<file path="config.mk">
export PLATFORM = sky130hd
export DESIGN_NAME = dmem_bytewise_flat
export DESIGN_NICKNAME = d
export VERILOG_FILES = /design/src/rtl/dmem_bytewise_pkg.sv /design/src/rtl/dmem_bytewise_if.sv /design/src/rtl/dmem_lane_align.sv /design/src/rtl/dmem_bytewise.sv /design/src/flat_wrapper.sv
export SDC_FILE = /design/constraint.sdc
export NUM_CORES = 2
export LEC_CHECK = 0
export CAP_MARGIN = 20
export CORE_ASPECT_RATIO = 1.2
export CORE_MARGIN = 2
export CORE_UTILIZATION = 57
export CTS_CLUSTER_DIAMETER = 60
export CTS_CLUSTER_SIZE = 8
export DETAILED_ROUTE_END_ITERATION = 8
export PLACE_DENSITY = 0.76
export REMOVE_ABC_BUFFERS = 1
export SYNTH_ARGS = -nofsm -noshare
export SYNTH_HDL_FRONTEND = slang
export SYNTH_HIERARCHICAL = 1
export SYNTH_SLANG_ARGS = --single-unit
</file>
<file path="constraint.sdc">
create_clock -name CLK -period 4.3 [get_ports CLK]
set_input_delay 0.86 -clock CLK [delete_from_list [all_inputs] [get_ports CLK]]
set_output_delay 0.86 -clock CLK [all_outputs]
set_load 0.02 [all_outputs]
</file>
<file path="src/rtl/dmem_bytewise_pkg.sv">
// dmem_pkg: shared definitions for the byte-addressable data memory.
//   SIZE_*   : access-size encodings carried on the Size bus.
//   state_t  : clear/idle controller states.
//   addr_err : misalignment / reserved-size decode for one access.
package dmem_pkg;

    localparam logic [1:0] SIZE_BYTE = 2'b00;
    localparam logic [1:0] SIZE_HALF = 2'b01;
    localparam logic [1:0] SIZE_WORD = 2'b10;
    localparam logic [1:0] SIZE_RSVD = 2'b11;

    typedef enum logic {
        ST_IDLE  = 1'b0,
        ST_CLEAR = 1'b1
    } state_t;

    function automatic logic addr_err(input logic [1:0] size, input logic [1:0] lo);
        logic e;
        e = 1'b0;
        case (size)
            SIZE_HALF: e = lo[0];
            SIZE_WORD: e = (lo != 2'b00);
            SIZE_RSVD: e = 1'b1;
            default:   e = 1'b0;
        endcase
        return e;
    endfunction

endpackage

</file>
<file path="src/rtl/dmem_bytewise_if.sv">
// MEM-stage bus of the data memory.
//   WE, A, WD, Size, Unsigned : access request from the pipeline.
//   RD                        : extended load data (combinational).
//   Busy                      : hardware clear in progress, pipeline stalls.
//   AddrErr                   : current access is misaligned or reserved-size.
interface dmem_bytewise_if;
    import dmem_pkg::*;

    logic        WE;
    logic [31:0] A;
    logic [31:0] WD;
    logic [1:0]  Size;
    logic        Unsigned;
    logic [31:0] RD;
    logic        Busy;
    logic        AddrErr;

    modport master (
        output WE, A, WD, Size, Unsigned,
        input  RD, Busy, AddrErr
    );

    modport slave (
        input  WE, A, WD, Size, Unsigned,
        output RD, Busy, AddrErr
    );

endinterface

</file>
<file path="src/rtl/dmem_lane_align.sv">
// Combinational lane steering for the data memory.
//   Size, ALo  : access size and byte offset A[1:0].
//   WD         : right-aligned store data.
//   Raw        : addressed RAM word.
//   Unsigned   : zero- (1) or sign- (0) extension for sub-word loads.
//   ByteEn     : per-lane write enable, bit n = lane n (lane 0 = bits [31:24]).
//   StoreWord  : store data replicated onto every lane it could occupy.
//   LoadVal    : extracted and extended load value, 0 on error.
//   AddrErr    : misaligned or reserved-size access.
module dmem_lane_align
    import dmem_pkg::*;
(
    input  logic [1:0]  Size,
    input  logic [1:0]  ALo,
    input  logic [31:0] WD,
    input  logic [31:0] Raw,
    input  logic        Unsigned,
    output logic [3:0]  ByteEn,
    output logic [31:0] StoreWord,
    output logic [31:0] LoadVal,
    output logic        AddrErr
);

    logic [7:0]  byte_sel;
    logic [15:0] half_sel;

    always_comb begin
        // Big-endian lanes: offset 0 is the most significant byte.
        case (ALo)
            2'd0:    byte_sel = Raw[31:24];
            2'd1:    byte_sel = Raw[23:16];
            2'd2:    byte_sel = Raw[15:8];
            default: byte_sel = Raw[7:0];
        endcase
        half_sel = ALo[1] ? Raw[15:0] : Raw[31:16];
    end

    always_comb begin
        AddrErr   = addr_err(Size, ALo);
        ByteEn    = '0;
        StoreWord = WD;
        LoadVal   = '0;
        case (Size)
            SIZE_BYTE: begin
                ByteEn    = 4'b0001 << ALo;
                StoreWord = {4{WD[7:0]}};
                LoadVal   = Unsigned ? {24'h0, byte_sel} : {{24{byte_sel[7]}}, byte_sel};
            end
            SIZE_HALF: begin
                ByteEn    = ALo[1] ? 4'b1100 : 4'b0011;
                StoreWord = {2{WD[15:0]}};
                LoadVal   = Unsigned ? {16'h0, half_sel} : {{16{half_sel[15]}}, half_sel};
            end
            SIZE_WORD: begin
                ByteEn    = 4'b1111;
                LoadVal   = Raw;
            end
            default: begin
                ByteEn    = '0;
                LoadVal   = '0;
            end
        endcase
        if (AddrErr) begin
            ByteEn  = '0;
            LoadVal = '0;
        end
    end

endmodule

</file>
<file path="src/rtl/dmem_bytewise.sv">
// Byte-addressable MEM-stage data memory with hardware clear after reset.
//   CLK, Reset : clock, synchronous active-high reset.
//   bus        : MEM-stage access bus (store/load, Busy stall, AddrErr).
//   ReadAddr   : debug word index, wraps modulo DEPTH.
//   Data       : debug read data, 0 while clearing.
//   ErrSticky  : set by any qualified erroring access, cleared only by Reset.
module dmem_bytewise
    import dmem_pkg::*;
#(
    parameter int DEPTH  = 64,
    parameter int DBG_AW = 6
) (
    input  logic              CLK,
    input  logic              Reset,
    dmem_bytewise_if.slave    bus,
    input  logic [DBG_AW-1:0] ReadAddr,
    output logic [31:0]       Data,
    output logic              ErrSticky
);

    localparam int AW = $clog2(DEPTH);

    state_t          state, state_n;
    logic [AW-1:0]   idx, idx_n;
    logic            sticky_n;
    logic [31:0]     ram [DEPTH];

    logic [AW-1:0]   widx;
    logic [AW-1:0]   dbg_idx;
    logic [31:0]     ra_ext;
    logic [31:0]     raw;
    logic [3:0]      byte_en;
    logic [31:0]     store_word;
    logic [31:0]     load_val;
    logic            addr_err_w;
    logic            busy;
    logic            store_en;
    logic            err_hit;
    logic            unused_addr_bits;

    assign widx    = bus.A[AW+1:2];
    assign ra_ext  = 32'(ReadAddr);
    assign dbg_idx = ra_ext[AW-1:0];
    assign raw     = ram[widx];
    assign busy    = (state == ST_CLEAR);

    assign unused_addr_bits = ^{bus.A[31:AW+2], ra_ext[31:AW]};

    dmem_lane_align u_align (
        .Size      (bus.Size),
        .ALo       (bus.A[1:0]),
        .WD        (bus.WD),
        .Raw       (raw),
        .Unsigned  (bus.Unsigned),
        .ByteEn    (byte_en),
        .StoreWord (store_word),
        .LoadVal   (load_val),
        .AddrErr   (addr_err_w)
    );

    // Reserved size with WE=0 is an idle bus cycle, not a load attempt.
    assign err_hit  = addr_err_w && (bus.WE || (bus.Size != SIZE_RSVD));
    assign store_en = (state == ST_IDLE) && bus.WE && !addr_err_w;

    always_ff @(posedge CLK) begin
        if (Reset) begin
            state     <= ST_CLEAR;
            idx       <= '0;
            ErrSticky <= 1'b0;
        end else begin
            state     <= state_n;
            idx       <= idx_n;
            ErrSticky <= sticky_n;
        end
    end

    always_comb begin
        state_n  = state;
        idx_n    = idx;
        sticky_n = ErrSticky;
        case (state)
            ST_CLEAR: begin
                idx_n = idx + AW'(1);
                if (idx == AW'(DEPTH - 1)) begin
                    state_n = ST_IDLE;
                end
            end
            default: begin
                if (err_hit) begin
                    sticky_n = 1'b1;
                end
            end
        endcase
    end

    always_ff @(posedge CLK) begin
        if (!Reset) begin
            if (state == ST_CLEAR) begin
                ram[idx] <= '0;
            end else if (store_en) begin
                for (int unsigned l = 0; l < 4; l++) begin
                    if (byte_en[l]) begin
                        ram[widx][31-8*l -: 8] <= store_word[31-8*l -: 8];
                    end
                end
            end
        end
    end

    assign bus.RD      = busy ? '0 : load_val;
    assign bus.Busy    = busy;
    assign bus.AddrErr = addr_err_w;
    assign Data        = busy ? '0 : ram[dbg_idx];

endmodule

</file>
<file path="src/flat_wrapper.sv">
// flat-port wrapper written by rule: the top's interface ports become plain ports
module dmem_bytewise_flat import dmem_pkg::*;
#(
    parameter int DEPTH  = 64,
    parameter int DBG_AW = 6
)
  (CLK, Reset, ReadAddr, Data, ErrSticky, bus_WE, bus_A, bus_WD, bus_Size, bus_Unsigned, bus_RD, bus_Busy, bus_AddrErr);
  dmem_bytewise_if bus_i ();
  input  logic CLK;
  input  logic Reset;
  input  logic [DBG_AW-1:0] ReadAddr;
  output logic [31:0] Data;
  output logic ErrSticky;
  input wire logic [$bits(bus_i.WE)-1:0] bus_WE;
  input wire logic [$bits(bus_i.A)-1:0] bus_A;
  input wire logic [$bits(bus_i.WD)-1:0] bus_WD;
  input wire logic [$bits(bus_i.Size)-1:0] bus_Size;
  input wire logic [$bits(bus_i.Unsigned)-1:0] bus_Unsigned;
  output wire logic [$bits(bus_i.RD)-1:0] bus_RD;
  output wire logic [$bits(bus_i.Busy)-1:0] bus_Busy;
  output wire logic [$bits(bus_i.AddrErr)-1:0] bus_AddrErr;
  assign bus_i.WE = bus_WE;
  assign bus_i.A = bus_A;
  assign bus_i.WD = bus_WD;
  assign bus_i.Size = bus_Size;
  assign bus_i.Unsigned = bus_Unsigned;
  assign bus_RD = bus_i.RD;
  assign bus_Busy = bus_i.Busy;
  assign bus_AddrErr = bus_i.AddrErr;
  dmem_bytewise #(.DEPTH(DEPTH), .DBG_AW(DBG_AW)) u_core (.CLK(CLK), .Reset(Reset), .bus(bus_i), .ReadAddr(ReadAddr), .Data(Data), .ErrSticky(ErrSticky));
endmodule
</file>
==> qor.yml <==
status: "finished, violations left"
violations: "setup timing"
crit_slowest_cell: "mux4_2"
wl_per_cell_um: 40.6
seq_power_share_pct: 47.4
dpl-instance-area_mm2: 0.111
syn_inst: 4830
top_cells_by_count: "edfxtp_1 (2048), mux4_2 (1162), nor2_1 (309), mux2i_1 (187), nand2_1 (156)"
finalSetupViolCount: 39
ys_cells: 4830
timing.fmax_mhz: 195
p_seq_mw: 21.8
lay_top_count: "edfxtp_1"
synthAoiAreaFrac_pct: 2.46
cp-start-kind: "primary input"
ys_async_sr_fraction_pct: 0
die_w_um: 382
lay_top_cells: "edfxtp_1 (2048), mux4_2 (1162), buf_4 (973)"
reg2reg_to: "u_core/ram[7][28]$_DFFE_PP_"
reg2reg_slack_ns: 1.04
cpMostUsedCell: "buf_12"
leakagePower_nw: 45.5
cts_hold_buffers: 0
power_frac_comb_pct: 7.1
drt_iter0_markers: 11500
seq-cell-share_pct: 51.0
top_regs: "u_core/ram (2048), u_core/idx (6)"
yosys_warnings: 6
nets: 6168
place_hpwl_um: 222000
arrival_ns: 4.26
synthTopCellsByArea: "edfxtp_1 (63%), mux4_2 (27%), mux2i_1 (1.9%)"
path_buffers: 7
setup.worst_path.start: "bus_A[2]"
slew_headroom_pct: 20.7
tap_cells: 2268
cts_setup_buffers: 39
powerDensity_mw_per_mm2: 381
rr_startpoint: "u_core/bus.Busy$_SDFF_PP1_"
top_usage_layer: "met2"
syn_avg_cell_area_um2: 20.2
fin_ws_ns: -0.820
xor_area_share_pct: 0.0449
cts_buffer_depth: 4
mi_logic_area_mm2: 0.0346
hold_class: "reg2reg"
gp_congestion: 1.00
dr.pass1.iters: 9
met3_length_um: 54500
fin_cells: 8401
peakVddDrop_v: 0.000432
dr.max_layer_used: "met5"
drive_gt1_share_pct: 48.9
comb_share_pct: 28.6
routed-via-count: 64400
yosys_area_mm2: 0.0975
placed_cells: 7982
cpLargestDelayFamily: "multiplexers"
skew_ns: 0.0396
edf_count: 2048
largest-register: "u_core/ram"
cts_tree: "yes"
flop_area_mm2: 0.0617
grt-ovfl-total: 0
whs_ns: 0.596
tightestPinTransition_ns: 1.19
netlist_area_mm2: 0.0975
drv_slew: 0
fillers: 9697
hold_viol_final: 0
fin_crit_ns: 5.12
ys_seq_share_pct: 63.3
clkLatencyLatePin_ns: 0.92
floorplan.png
Drawn at 1 px/um. Pins as bars on the die edge. Tap cells in grey.
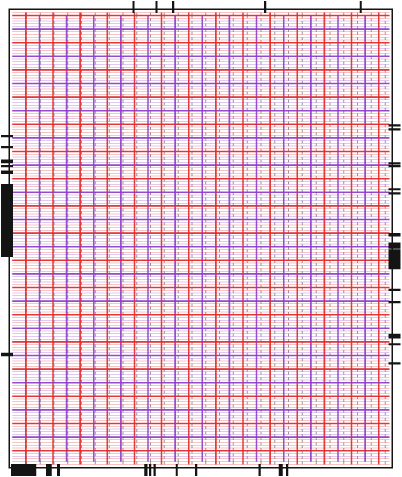
red -> VSS
purple -> VDD
met5 straps = 33
met1 rails = 167
rows = 166
tap cells = 2268
signal pins = 143

class_map.png
Drawn at 1 px/um. Fill, decap, tap and diode cells in grey.
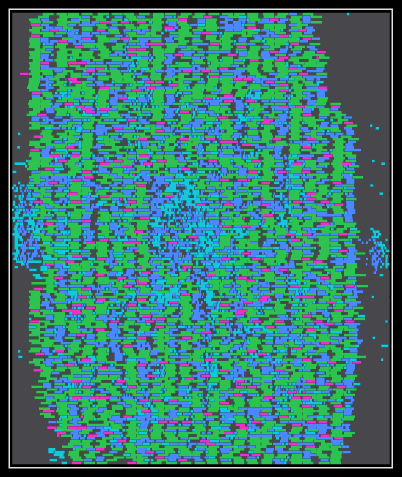
cyan -> remaining buffers and delay cells  # cells 1348
blue -> remaining logic cells  # cells 2377
green -> sequential cells  # cells 2056
magenta -> clock drivers and dummy loads  # cells 337

clock_wires.png
Drawn at 1 px/um.
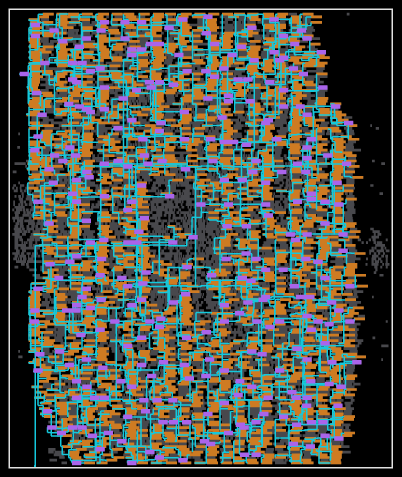
cyan -> clock wires  # length 25.9 mm
purple -> clock-net drivers  # count 308
orange -> flip-flops  # count 2056
flops lie = widely spread

layers.png
Drawn at 1 px/um.
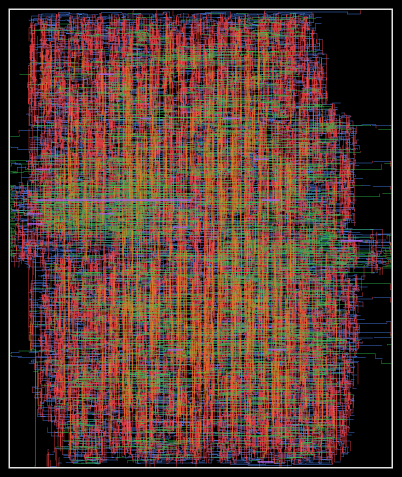
blue -> M1  # wire length 105 mm
green -> M3  # wire length 54.5 mm
orange -> M4  # wire length 26.2 mm
red -> M2  # wire length 155 mm
purple -> M5  # wire length 353 um

congestion_map.png
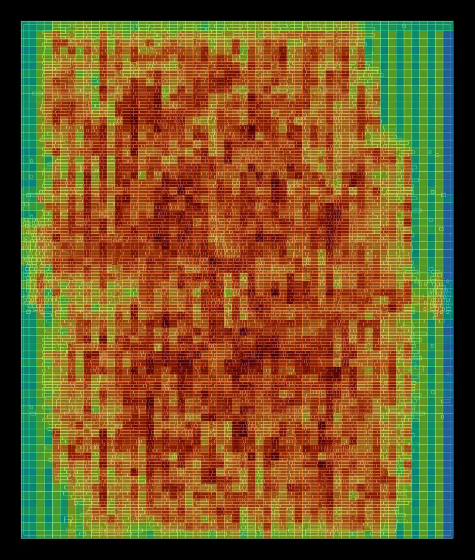
GRT met1 Usage: 48.8%
final core occ: 71.0%
global-route usage over all layers: 39.0%
M2 GR Usage: 58.8%

